<file path="src/rtl/spi_xfer_pkg.sv">
// Shared definitions for the SPI transfer sequencer: register map, CTRL bits,
// FSM state encoding, the Wishbone request bundle and the length-to-mask helper.
package spi_xfer_pkg;

    localparam logic [2:0] ADR_RX0     = 3'd0;
    localparam logic [2:0] ADR_TX0     = 3'd0;
    localparam logic [2:0] ADR_CTRL    = 3'd4;
    localparam logic [2:0] ADR_DIVIDER = 3'd5;
    localparam logic [2:0] ADR_SS      = 3'd6;

    localparam int CTRL_GO_BSY = 8;
    localparam int CTRL_RX_NEG = 9;
    localparam int CTRL_TX_NEG = 10;
    localparam int CTRL_LSB    = 11;
    localparam int CTRL_IE     = 12;
    localparam int CTRL_ASS    = 13;

    typedef enum logic [3:0] {
        ST_INIT_DIV,
        ST_INIT_SS,
        ST_IDLE,
        ST_W_TX,
        ST_W_GO,
        ST_POLL,
        ST_GAP,
        ST_R_RX,
        ST_RESP
    } t_xfer_state;

    typedef struct packed {
        logic        we;
        logic [2:0]  adr;
        logic [31:0] dat;
    } wb_req_t;

    // len is already normalised to 1..32; 32 (bit 5 set) keeps every bit.
    function automatic logic [31:0] len_mask(input logic [5:0] len);
        logic [31:0] m;
        if (len == 6'd0 || len[5])
            m = '1;
        else
            m = (32'h1 << len) - 32'h1;
        return m;
    endfunction

endpackage

</file>
<file path="src/rtl/wb_single_access.sv">
// One Wishbone single read or write, with an ack timeout.
// Latency: cyc one cycle after start, done one cycle after ack/err/timeout.
// Backpressure: start is ignored while an access is outstanding.
module wb_single_access
    import spi_xfer_pkg::*;
#(
    parameter int G_ACK_TIMEOUT = 255
) (
    input  logic        clk_i,
    input  logic        rst_n_i,
    input  logic        start_i,
    input  wb_req_t     req_i,
    output logic        done_o,
    output logic        err_o,
    output logic [31:0] rdata_o,
    output logic        wb_cyc_o,
    output logic        wb_stb_o,
    output logic        wb_we_o,
    output logic [2:0]  wb_adr_o,
    output logic [3:0]  wb_sel_o,
    output logic [31:0] wb_dat_o,
    input  logic [31:0] wb_dat_i,
    input  logic        wb_ack_i,
    input  logic        wb_err_i
);

    localparam int CW = $clog2(G_ACK_TIMEOUT + 1);

    logic [CW-1:0] wait_cnt;

    assign wb_sel_o = 4'hF;

    always_ff @(posedge clk_i or negedge rst_n_i) begin
        if (!rst_n_i) begin
            wb_cyc_o <= 1'b0;
            wb_stb_o <= 1'b0;
            wb_we_o  <= 1'b0;
            wb_adr_o <= '0;
            wb_dat_o <= '0;
            wait_cnt <= '0;
            done_o   <= 1'b0;
            err_o    <= 1'b0;
            rdata_o  <= '0;
        end else begin
            done_o <= 1'b0;
            if (!wb_cyc_o) begin
                if (start_i) begin
                    wb_cyc_o <= 1'b1;
                    wb_stb_o <= 1'b1;
                    wb_we_o  <= req_i.we;
                    wb_adr_o <= req_i.adr;
                    wb_dat_o <= req_i.dat;
                    wait_cnt <= '0;
                end
            end else if (wb_ack_i || wb_err_i || wait_cnt == CW'(G_ACK_TIMEOUT - 1)) begin
                // Error wins over a simultaneous ack; no ack at all means timeout.
                wb_cyc_o <= 1'b0;
                wb_stb_o <= 1'b0;
                wb_we_o  <= 1'b0;
                done_o   <= 1'b1;
                err_o    <= wb_err_i || !wb_ack_i;
                rdata_o  <= wb_dat_i;
            end else begin
                wait_cnt <= wait_cnt + 1'b1;
            end
        end
    end

endmodule

</file>
<file path="src/rtl/spi_xfer_master.sv">
// Sequences Wishbone accesses to an SPI core: init DIVIDER/SS, then TX0, CTRL+GO, poll, RX0 per command.
// Latency: at least four bus accesses plus SPI shift time from command accept to response.
// Backpressure: one command in flight; cmd_ready_o low until the response is taken by rsp_ready_i.
module spi_xfer_master
    import spi_xfer_pkg::*;
#(
    parameter logic [15:0] G_DIVIDER     = 16'd4,
    parameter logic [13:0] G_CTRL_FLAGS  = 14'h2400,
    parameter int          G_POLL_GAP    = 8,
    parameter int          G_ACK_TIMEOUT = 255
) (
    input  logic        clk_i,
    input  logic        rst_n_i,
    input  logic        cmd_valid_i,
    output logic        cmd_ready_o,
    input  logic [31:0] cmd_data_i,
    input  logic [5:0]  cmd_len_i,
    output logic        rsp_valid_o,
    input  logic        rsp_ready_i,
    output logic [31:0] rsp_data_o,
    output logic        rsp_err_o,
    output logic        wb_cyc_o,
    output logic        wb_stb_o,
    output logic        wb_we_o,
    output logic [2:0]  wb_adr_o,
    output logic [3:0]  wb_sel_o,
    output logic [31:0] wb_dat_o,
    input  logic [31:0] wb_dat_i,
    input  logic        wb_ack_i,
    input  logic        wb_err_i
);

    localparam int GW = $clog2(G_POLL_GAP + 1);

    t_xfer_state   state;
    logic          init_done;
    logic          acc_pend;
    logic          acc_start;
    wb_req_t       acc_req;
    wb_req_t       nxt_req;
    logic          acc_done;
    logic          acc_err;
    logic [31:0]   acc_rdata;
    logic [31:0]   cmd_dat;
    logic [5:0]    cmd_len;
    logic [GW-1:0] gap_cnt;
    logic [31:0]   ctrl_word;

    assign ctrl_word = {18'h0, G_CTRL_FLAGS} | (32'h1 << CTRL_GO_BSY) | {26'h0, cmd_len};

    always_comb begin
        nxt_req = '0;
        case (state)
            ST_INIT_DIV: nxt_req = '{we: 1'b1, adr: ADR_DIVIDER, dat: {16'h0, G_DIVIDER}};
            ST_INIT_SS:  nxt_req = '{we: 1'b1, adr: ADR_SS,      dat: 32'h1};
            ST_W_TX:     nxt_req = '{we: 1'b1, adr: ADR_TX0,     dat: cmd_dat};
            ST_W_GO:     nxt_req = '{we: 1'b1, adr: ADR_CTRL,    dat: ctrl_word};
            ST_POLL:     nxt_req = '{we: 1'b0, adr: ADR_CTRL,    dat: 32'h0};
            ST_R_RX:     nxt_req = '{we: 1'b0, adr: ADR_RX0,     dat: 32'h0};
            default:     nxt_req = '0;
        endcase
    end

    always_ff @(posedge clk_i or negedge rst_n_i) begin
        if (!rst_n_i) begin
            state       <= ST_INIT_DIV;
            init_done   <= 1'b0;
            acc_pend    <= 1'b0;
            acc_start   <= 1'b0;
            acc_req     <= '0;
            cmd_dat     <= '0;
            cmd_len     <= '0;
            gap_cnt     <= '0;
            cmd_ready_o <= 1'b0;
            rsp_valid_o <= 1'b0;
            rsp_data_o  <= '0;
            rsp_err_o   <= 1'b0;
        end else begin
            acc_start <= 1'b0;
            case (state)
                ST_INIT_DIV, ST_INIT_SS, ST_W_TX, ST_W_GO, ST_POLL, ST_R_RX: begin
                    if (!acc_pend) begin
                        acc_pend  <= 1'b1;
                        acc_start <= 1'b1;
                        acc_req   <= nxt_req;
                    end else if (acc_done) begin
                        acc_pend <= 1'b0;
                        if (acc_err) begin
                            // A failed access may have left the core half-programmed.
                            init_done <= 1'b0;
                            if (state == ST_INIT_DIV || state == ST_INIT_SS) begin
                                state <= ST_INIT_DIV;
                            end else begin
                                rsp_valid_o <= 1'b1;
                                rsp_err_o   <= 1'b1;
                                rsp_data_o  <= '0;
                                state       <= ST_RESP;
                            end
                        end else begin
                            case (state)
                                ST_INIT_DIV: state <= ST_INIT_SS;
                                ST_INIT_SS: begin
                                    init_done   <= 1'b1;
                                    cmd_ready_o <= 1'b1;
                                    state       <= ST_IDLE;
                                end
                                ST_W_TX: state <= ST_W_GO;
                                ST_W_GO: state <= ST_POLL;
                                ST_POLL: begin
                                    if (acc_rdata[CTRL_GO_BSY]) begin
                                        gap_cnt <= GW'(G_POLL_GAP - 1);
                                        state   <= ST_GAP;
                                    end else begin
                                        state <= ST_R_RX;
                                    end
                                end
                                default: begin
                                    rsp_valid_o <= 1'b1;
                                    rsp_err_o   <= 1'b0;
                                    rsp_data_o  <= acc_rdata & len_mask(cmd_len);
                                    state       <= ST_RESP;
                                end
                            endcase
                        end
                    end
                end
                ST_IDLE: begin
                    if (cmd_valid_i && cmd_ready_o) begin
                        cmd_ready_o <= 1'b0;
                        cmd_dat     <= cmd_data_i;
                        cmd_len     <= (cmd_len_i == 6'd0 || cmd_len_i > 6'd32) ? 6'd32 : cmd_len_i;
                        state       <= ST_W_TX;
                    end
                end
                ST_GAP: begin
                    if (gap_cnt == '0)
                        state <= ST_POLL;
                    else
                        gap_cnt <= gap_cnt - 1'b1;
                end
                ST_RESP: begin
                    if (rsp_ready_i) begin
                        rsp_valid_o <= 1'b0;
                        rsp_err_o   <= 1'b0;
                        rsp_data_o  <= '0;
                        if (init_done) begin
                            cmd_ready_o <= 1'b1;
                            state       <= ST_IDLE;
                        end else begin
                            state <= ST_INIT_DIV;
                        end
                    end
                end
                default: state <= ST_INIT_DIV;
            endcase
        end
    end

    wb_single_access #(
        .G_ACK_TIMEOUT(G_ACK_TIMEOUT)
    ) u_acc (
        .clk_i    (clk_i),
        .rst_n_i  (rst_n_i),
        .start_i  (acc_start),
        .req_i    (acc_req),
        .done_o   (acc_done),
        .err_o    (acc_err),
        .rdata_o  (acc_rdata),
        .wb_cyc_o (wb_cyc_o),
        .wb_stb_o (wb_stb_o),
        .wb_we_o  (wb_we_o),
        .wb_adr_o (wb_adr_o),
        .wb_sel_o (wb_sel_o),
        .wb_dat_o (wb_dat_o),
        .wb_dat_i (wb_dat_i),
        .wb_ack_i (wb_ack_i),
        .wb_err_i (wb_err_i)
    );

endmodule
</file>
<file path="config.mk">
export PLATFORM = sky130hd
export DESIGN_NAME = spi_xfer_master
export DESIGN_NICKNAME = d
export VERILOG_FILES = /design/src/rtl/spi_xfer_pkg.sv /design/src/rtl/wb_single_access.sv /design/src/rtl/spi_xfer_master.sv
export SDC_FILE = /design/constraint.sdc
export NUM_CORES = 1
export LEC_CHECK = 0
export CAP_MARGIN = 5
export CORE_UTILIZATION = 55
export DETAILED_ROUTE_END_ITERATION = 16
export PLACE_DENSITY = 0.83
export SETUP_SLACK_MARGIN = 0.05
export SYNTH_ARGS = -nofsm -noshare
export SYNTH_HDL_FRONTEND = slang
export SYNTH_HIERARCHICAL = 1
export SYNTH_SLANG_ARGS = --single-unit
</file>
<file path="constraint.sdc">
create_clock -name clk_i -period 5.97 [get_ports clk_i]
set_input_delay 1.4925 -clock clk_i [delete_from_list [all_inputs] [get_ports clk_i]]
set_output_delay 1.4925 -clock clk_i [all_outputs]
set_load 0.01 [all_outputs]
</file>
Cell area per tile:
Scale: 3 px per um. 13 x 13 tiles, from white (low) to dark blue (high), 0 to 100% covered.
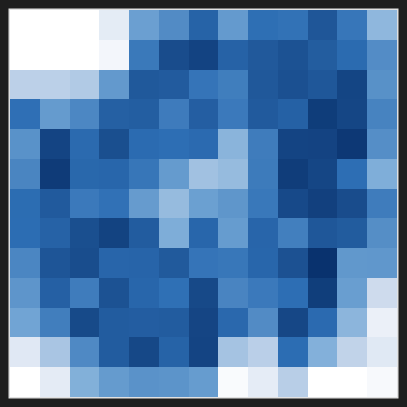
The mean over all tiles is 64%. 46% of the tiles are over 75% full. 5.3% of the tiles are nearly empty. The emptiest ninth of the die: upper left. The fullest tile reaches 99%.

Signal wires by layer:
Scale: 4 px per um.
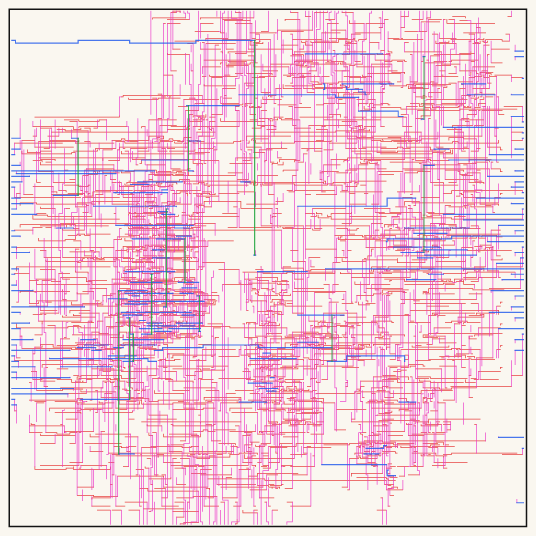
met4: drawn in green, wire length 260 um. met2: drawn in magenta, wire length 10,600 um. met3: drawn in blue, wire length 1,340 um. met1: drawn in red, wire length 8,490 um.

Signal wires on met4:
Scale: 4 px per um. Supply wires on this layer in gray.
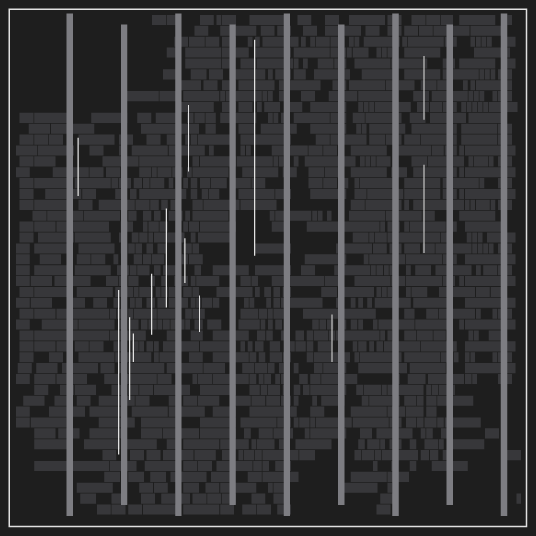
12 nets have wire on it. The layer holds 1.3% of the routed length. The longest straight run is 53.7 um. The wires run mostly vertical.

==> impl_metrics.json <==
{
  "status": "complete, no violations",
  "synth-simple-area-share_pct": 13.5,
  "cp_slowest_cell": "dfrtp_1",
  "reg2reg_from": "cmd_len[3]",
  "tritoncts.num_buffers": 17,
  "netSwitchingPower_uw": 1840,
  "post-route-util_pct": 69.2,
  "cts_setup_buffers": 0,
  "crit_required_ns": 6.30,
  "ys_seq_share_pct": 56.4,
  "io_pins": 153,
  "total_power_uw": 5060,
  "final-seq-area_um2": 5000,
  "post_drt_wl_per_cell_um": 18.4,
  "timing.final.ws_setup_ns": 2.63,
  "clockPowerShare_pct": 23.3,
  "vdd_drop_max_v": 0.000247,
  "edf_count": 0,
  "largest_area_cell": "dfrtp_1",
  "powerComb_uw": 1660,
  "root_buffer": "clkbuf_16",
  "aoi_share_pct": 14.7,
  "clockBufferDepth": 2,
  "critPathLaunch": "cmd_len[3]",
  "grt_pass1_vias": 6477,
  "grt_util_all_layers_pct": 25.9,
  "vias": 6685,
  "place_congestion": 0.907,
  "dp_slack_ns": 2.42,
  "port_buffers": 148,
  "lay_top_cells": "200 x dfrtp_1, 147 x clkdlybuf4s50_1, 145 x nand2_1",
  "postPlaceCellArea_um2": 10300,
  "power.density_nw_per_um2": 462,
  "clk_latency_ns": 0.44,
  "numSynthFlops": 200,
  "fin_nets": 972,
  "rsz0062_at_grt": "no",
  "maxSlewViolCount": 0,
  "drtAntennaViolNets": 0,
  "power.group.top": "registers",
  "fp_util_pct": 56.0,
  "critical_path.top_delay_family": "AND-OR/OR-AND gates",
  "grt_first_pass_wirelength_mm": 33.3,
  "antenna_found_initial": 0,
  "hold_path_end": "u_acc/wb_dat_o[5]",
  "synthCells": 770,
  "ys_top_cells_by_area": "dfrtp_1 56%, nand2_1 6.1%, mux2_2 4.7%, mux2_4 4.6%, a32o_1 3.6%"
}
==> sequential cells by signal (all words and copies together) (netlist names), 6 cells and up <==
signal          count
acc_req            36
cmd_dat            32
u_acc/wb_dat_o     32
cmd_len             6
rsp_data_o         32
u_acc/wait_cnt      8
u_acc/rdata_o      32
==> metal layers <==
metal / GRT usage [%] / vias up / share of wire [%]
met5: 0 / - / 0
met4: 8.58 / 0 / 1.3
met3: 6.15 / 28 / 6.5
met2: 43.1 / 297 / 51
met1: 33.7 / 3346 / 41
li1: - / 3014 / -
==> layout make-up <==
class | count | area share, %
sequential | 200 | 45.7
multi-input combinational | 498 | 31.5
timing repair buffer | 153 | 13.9
clock buffer | 17 | 3.89
tap | 216 | 2.47
clock inverter | 15 | 1.78
inverter | 22 | 0.754
